===== src/rtl/display_scan_ctrl.sv =====
// -----------------------------------------------------------------------------
// display_scan_ctrl
//   Multiplexed 7-segment scan controller for NUM_DIGITS digits.
//   A frame offered on frame_in/frame_valid is captured into a pending buffer.
//   It is copied to the displayed (shadow) buffer only at a frame boundary, so
//   a scan never mixes two frames. Each digit slot starts with an
//   anti-ghosting blank gap. The ON window is then brightness*STEP_CYCLES long,
//   and the rest of the slot is dark.
//
// Ports
//   clk          system clock
//   rst          synchronous, active-high reset
//   enable       0: scan halted, counters parked at digit 0 / phase 0
//   frame_in     digit i pattern = frame_in[7*i +: 7], 1 = segment lit
//   frame_valid  frame_in offered
//   frame_ready  pending buffer free; transfer when valid & ready
//   blank_mask   bit i forces digit i dark
//   brightness   ON time in STEP_CYCLES units (0 = dark)
//   displayout   segment pins, polarity per SEG_ACT_LOW
//   selector     one-hot digit enables, polarity per SEL_ACT_LOW
//   frame_start  1-cycle pulse on the first output cycle of the digit 0 slot
// -----------------------------------------------------------------------------
module display_scan_ctrl #(
  parameter int NUM_DIGITS   = 8,
  parameter int BLANK_CYCLES = 8,
  parameter int STEP_CYCLES  = 84,
  parameter int SEG_ACT_LOW  = 1,
  parameter int SEL_ACT_LOW  = 0
) (
  input  logic                    clk,
  input  logic                    rst,
  input  logic                    enable,
  input  logic [7*NUM_DIGITS-1:0] frame_in,
  input  logic                    frame_valid,
  output logic                    frame_ready,
  input  logic [NUM_DIGITS-1:0]   blank_mask,
  input  logic [3:0]              brightness,
  output logic [6:0]              displayout,
  output logic [NUM_DIGITS-1:0]   selector,
  output logic                    frame_start
);

  localparam int SLOT = BLANK_CYCLES + 16 * STEP_CYCLES;
  localparam int PW   = $clog2(SLOT);
  localparam int DW   = $clog2(NUM_DIGITS);

  localparam logic [PW-1:0] PHASE_LAST = PW'(SLOT - 1);
  localparam logic [PW-1:0] BLANK_END  = PW'(BLANK_CYCLES);
  localparam logic [DW-1:0] DIGIT_LAST = DW'(NUM_DIGITS - 1);

  // Inactive pin levels; active values are produced by XOR with these.
  localparam logic [6:0] SEG_OFF = (SEG_ACT_LOW != 0) ? 7'h7F : 7'h00;
  localparam logic [NUM_DIGITS-1:0] SEL_OFF =
    (SEL_ACT_LOW != 0) ? {NUM_DIGITS{1'b1}} : {NUM_DIGITS{1'b0}};

  typedef enum logic [1:0] {
    REG_BLANK,
    REG_ON,
    REG_OFF
  } region_t;

  logic [PW-1:0]           phase_q;
  logic [DW-1:0]           digit_q;
  logic [3:0]              bri_q;
  logic                    mask_q;
  logic [7*NUM_DIGITS-1:0] pending_q;
  logic [7*NUM_DIGITS-1:0] shadow_q;

  logic                    phase_wrap;
  logic                    boundary;
  logic                    apply_pending;
  logic [PW-1:0]           on_end;
  region_t                 region;
  logic [6:0]              cur_pat;
  logic [NUM_DIGITS-1:0]   sel_nxt;
  logic [6:0]              seg_nxt;

  assign phase_wrap    = (phase_q == PHASE_LAST);
  assign boundary      = enable && phase_wrap && (digit_q == DIGIT_LAST);
  // A pending frame becomes visible at a frame boundary, or at once while
  // the scan is halted because nothing is being displayed then.
  assign apply_pending = !frame_ready && (boundary || !enable);

  // ---------------------------------------------------------------------------
  // Scan counters and per-slot sampled controls
  // ---------------------------------------------------------------------------
  // NOTE: sequential state uses non-blocking (<=) so every flop samples
  // pre-edge values; blocking here would create order-dependent races.
  always_ff @(posedge clk) begin
    if (rst) begin
      phase_q <= '0;
      digit_q <= '0;
      bri_q   <= '0;
      mask_q  <= 1'b0;
    end else begin
      if (!enable) begin
        phase_q <= '0;
        digit_q <= '0;
      end else if (phase_wrap) begin
        phase_q <= '0;
        digit_q <= (digit_q == DIGIT_LAST) ? '0 : digit_q + 1'b1;
      end else begin
        phase_q <= phase_q + 1'b1;
      end

      // Phase 0 always lies in the blank gap, so latching here keeps the
      // whole visible part of the slot on one brightness/mask value.
      if (phase_q == '0) begin
        bri_q  <= brightness;
        mask_q <= blank_mask[digit_q];
      end
    end
  end

  // ---------------------------------------------------------------------------
  // Frame handshake: pending buffer -> shadow buffer
  // ---------------------------------------------------------------------------
  // NOTE: pending_q has no reset; it is only read while frame_ready is low,
  // and frame_ready is reset. shadow_q is reset because it is displayed.
  always_ff @(posedge clk) begin
    if (rst) begin
      frame_ready <= 1'b1;
      shadow_q    <= '0;
    end else if (apply_pending) begin
      shadow_q    <= pending_q;
      frame_ready <= 1'b1;
    end else if (frame_valid && frame_ready) begin
      frame_ready <= 1'b0;
    end
  end

  always_ff @(posedge clk) begin
    if (!rst && frame_valid && frame_ready) begin
      pending_q <= frame_in;
    end
  end

  // ---------------------------------------------------------------------------
  // Output decode from the current counters
  // ---------------------------------------------------------------------------
  // NOTE: every signal written here gets a default first so no path leaves
  // it unassigned, which would otherwise infer a latch.
  always_comb begin
    region  = REG_OFF;
    sel_nxt = SEL_OFF;
    seg_nxt = SEG_OFF;
    on_end  = BLANK_END + PW'(bri_q) * PW'(STEP_CYCLES);
    cur_pat = shadow_q[7*int'(digit_q) +: 7];

    if (phase_q < BLANK_END) begin
      region = REG_BLANK;
    end else if (phase_q < on_end) begin
      region = REG_ON;
    end

    if (enable && !mask_q && (region == REG_ON)) begin
      sel_nxt = SEL_OFF ^ (NUM_DIGITS'(1) << digit_q);
      seg_nxt = SEG_OFF ^ cur_pat;
    end
  end

  // Registered pins: they show the counters' decode one cycle later.
  always_ff @(posedge clk) begin
    if (rst) begin
      selector    <= SEL_OFF;
      displayout  <= SEG_OFF;
      frame_start <= 1'b0;
    end else begin
      selector    <= sel_nxt;
      displayout  <= seg_nxt;
      frame_start <= enable && (phase_q == '0) && (digit_q == '0);
    end
  end

endmodule


===== config.mk =====
export PLATFORM = sky130hd
export DESIGN_NAME = display_scan_ctrl
export DESIGN_NICKNAME = d
export VERILOG_FILES = /design/src/rtl/display_scan_ctrl.sv
export SDC_FILE = /design/constraint.sdc
export NUM_CORES = 1
export LEC_CHECK = 0
export ABC_AREA = 1
export CORE_UTILIZATION = 23
export DETAILED_ROUTE_END_ITERATION = 10
export MAX_ROUTING_LAYER = met4
export SLEW_MARGIN = 10
export SYNTH_ARGS = -nofsm -noshare
export SYNTH_HDL_FRONTEND = slang
export SYNTH_SLANG_ARGS = --single-unit
export TNS_END_PERCENT = 20

===== constraint.sdc =====
create_clock -name clk -period 3.7 [get_ports clk]
set_input_delay 0.37 -clock clk [delete_from_list [all_inputs] [get_ports clk]]
set_output_delay 0.37 -clock clk [all_outputs]
set_load 0.01 [all_outputs]

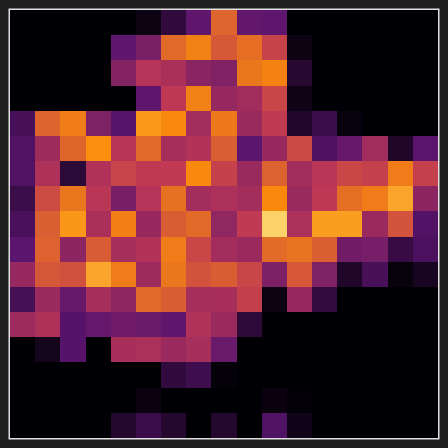
(images/cell_density.png)
17 x 17 tiles, from black (low) to pale yellow (high), 0 to 100% covered.
The fullest tile reaches 90%. The emptiest ninth of the die: bottom right. 2.8% of the tiles are over 75% full. 36% of the tiles are nearly empty. The densest ninth of the die: middle.
final core utilization: 0.3018
core area: 27,930 um2
FP Util: 0.2351

==> run notes <==
run metrics: cells in synth_stat.txt=783, Placed Instances=~1,200, Top class by area=flip-flops and latches, GRT Overall Usage=0.1174, Crit path depth=19, status=complete, no violations, antenna viol nets, final=0, wire length of the first global-routing pass=around 26 mm, DRT Wirelength=approximately 16 mm, Top Layout Cells=nor2_1 (136), nand2_1 (105), dfxtp_1 (92), Comb area share=0.2937, unrepaired setup endpoints after global routing=no, total power=3.896 mW, P per Cell Area=around 460 nW/um2, fmax=a little under 300 MHz, worst hold start=phase_q[0], Placer Congestion=0.8594, Clk. pwr=1.73 mW, hold endpoint=phase_q[0], CP peak stage delay=0.40 ns, GRT Max-Usage Layer=met2, worst-margin pin slew=0.7345 ns, Pwr top=sequential cells, FF-to-FF End=displayout[4], Netlist cell types=32, setup ws final=0.3163 ns, clk_skew=0.02921 ns, Synthesized Nets=879, aoi share=0.1078, H-Tree Level Count=4, relative slew slack=0.5073, Critical Path End=displayout[4], Psw=~1000 uW, CTS Root Cell=clkbuf_16, cell family with most CP delay=adder cells, Mean Syn Cell Area=~8.4 um2, biggest regs=pending_q (56), shadow_q (56), phase_q (11), Hold Crit Class=reg2reg, top_reg_cell synth=dfxtp_1, ANT cells=0, final setup fails=0, met2 Use GR=0.1882, Rows=61, count of tool warnings=32, Fill cells=3,041, Main area contributors=dfxtp_1 (28%), edfxtp_1 (26%), nor2_1 (7.8%), drt pass-1 iters=5, Top-area cell share=0.2804, most numerous logic cell after layout=nor2_1, Leakage Power=3.453 nW, Worst R2R Path Depth=19, Seq/total area=0.4179, crit path DAT=3.69 ns, Synth logic family=simple AND/OR/NAND/NOR gates, Adder Share, Synth=0.04687, clock sink count=148, placed cell areas=7850 um2, drc violations=0, post-synthesis cell count=between 700 and 800, pre-CTS setup slack=0.2533 ns, mapped cell area=between 6000 and 7000 um2, port buffer count=88, register share after synthesis=0.5365, DRT iter0 DRCs=305, ClkCell Share=0.06900, Clk network pwr share=0.443
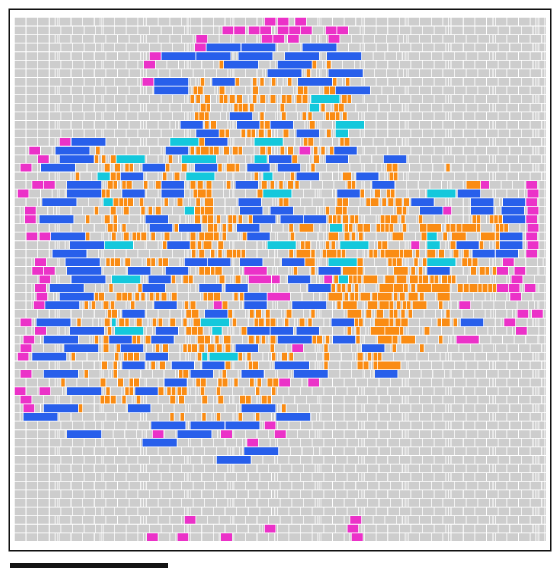
(images/placement_by_type.png)
Bar = 50 um. Fill, decap, tap and diode cells in grey.
clock drivers and dummy loads: in cyan, cells 32, share of their area 7.3%. remaining buffers and delay cells: in magenta, cells 98, share of their area 13%. sequential cells: in blue, cells 148, share of their area 44%. combinational and other logic: in orange, cells 594, share of their area 36%.

## cell usage after synthesis, types with 2 or more instances
master and count:
xor2_1 7, nor3b_1 2, nand4_1 3, buf_6 6, nor3_1 4, buf_1 4
dfxtp_1 92, o21ai_0 43, a21oi_1 66, nand3_1 73, o21ai_1 3, nor2_1 137
o22ai_1 8, buf_2 4, buf_4 2, o211ai_1 9, clkinv_1 5, xnor2_1 3
inv_2 4, nor4_1 2, inv_1 90, clkbuf_1 25, ha_1 23, edfxtp_1 56
nand2_1 105
## per-layer routing
metal / vias up / wire (um)
li1: 2705 / -
met1: 2373 / 7504
met2: 104 / 7554
met3: 6 / 666
met4: 0 / 83
met5: - / 0
## repair_timing
action / 4_1_cts / 5_1_grt
resized: 0 / 1
hold buffers: 0 / 0
setup buffers: 0 / 0
endpoints found under the setup margin: 0 / 7
Power is estimated from default activity; no workload was simulated.
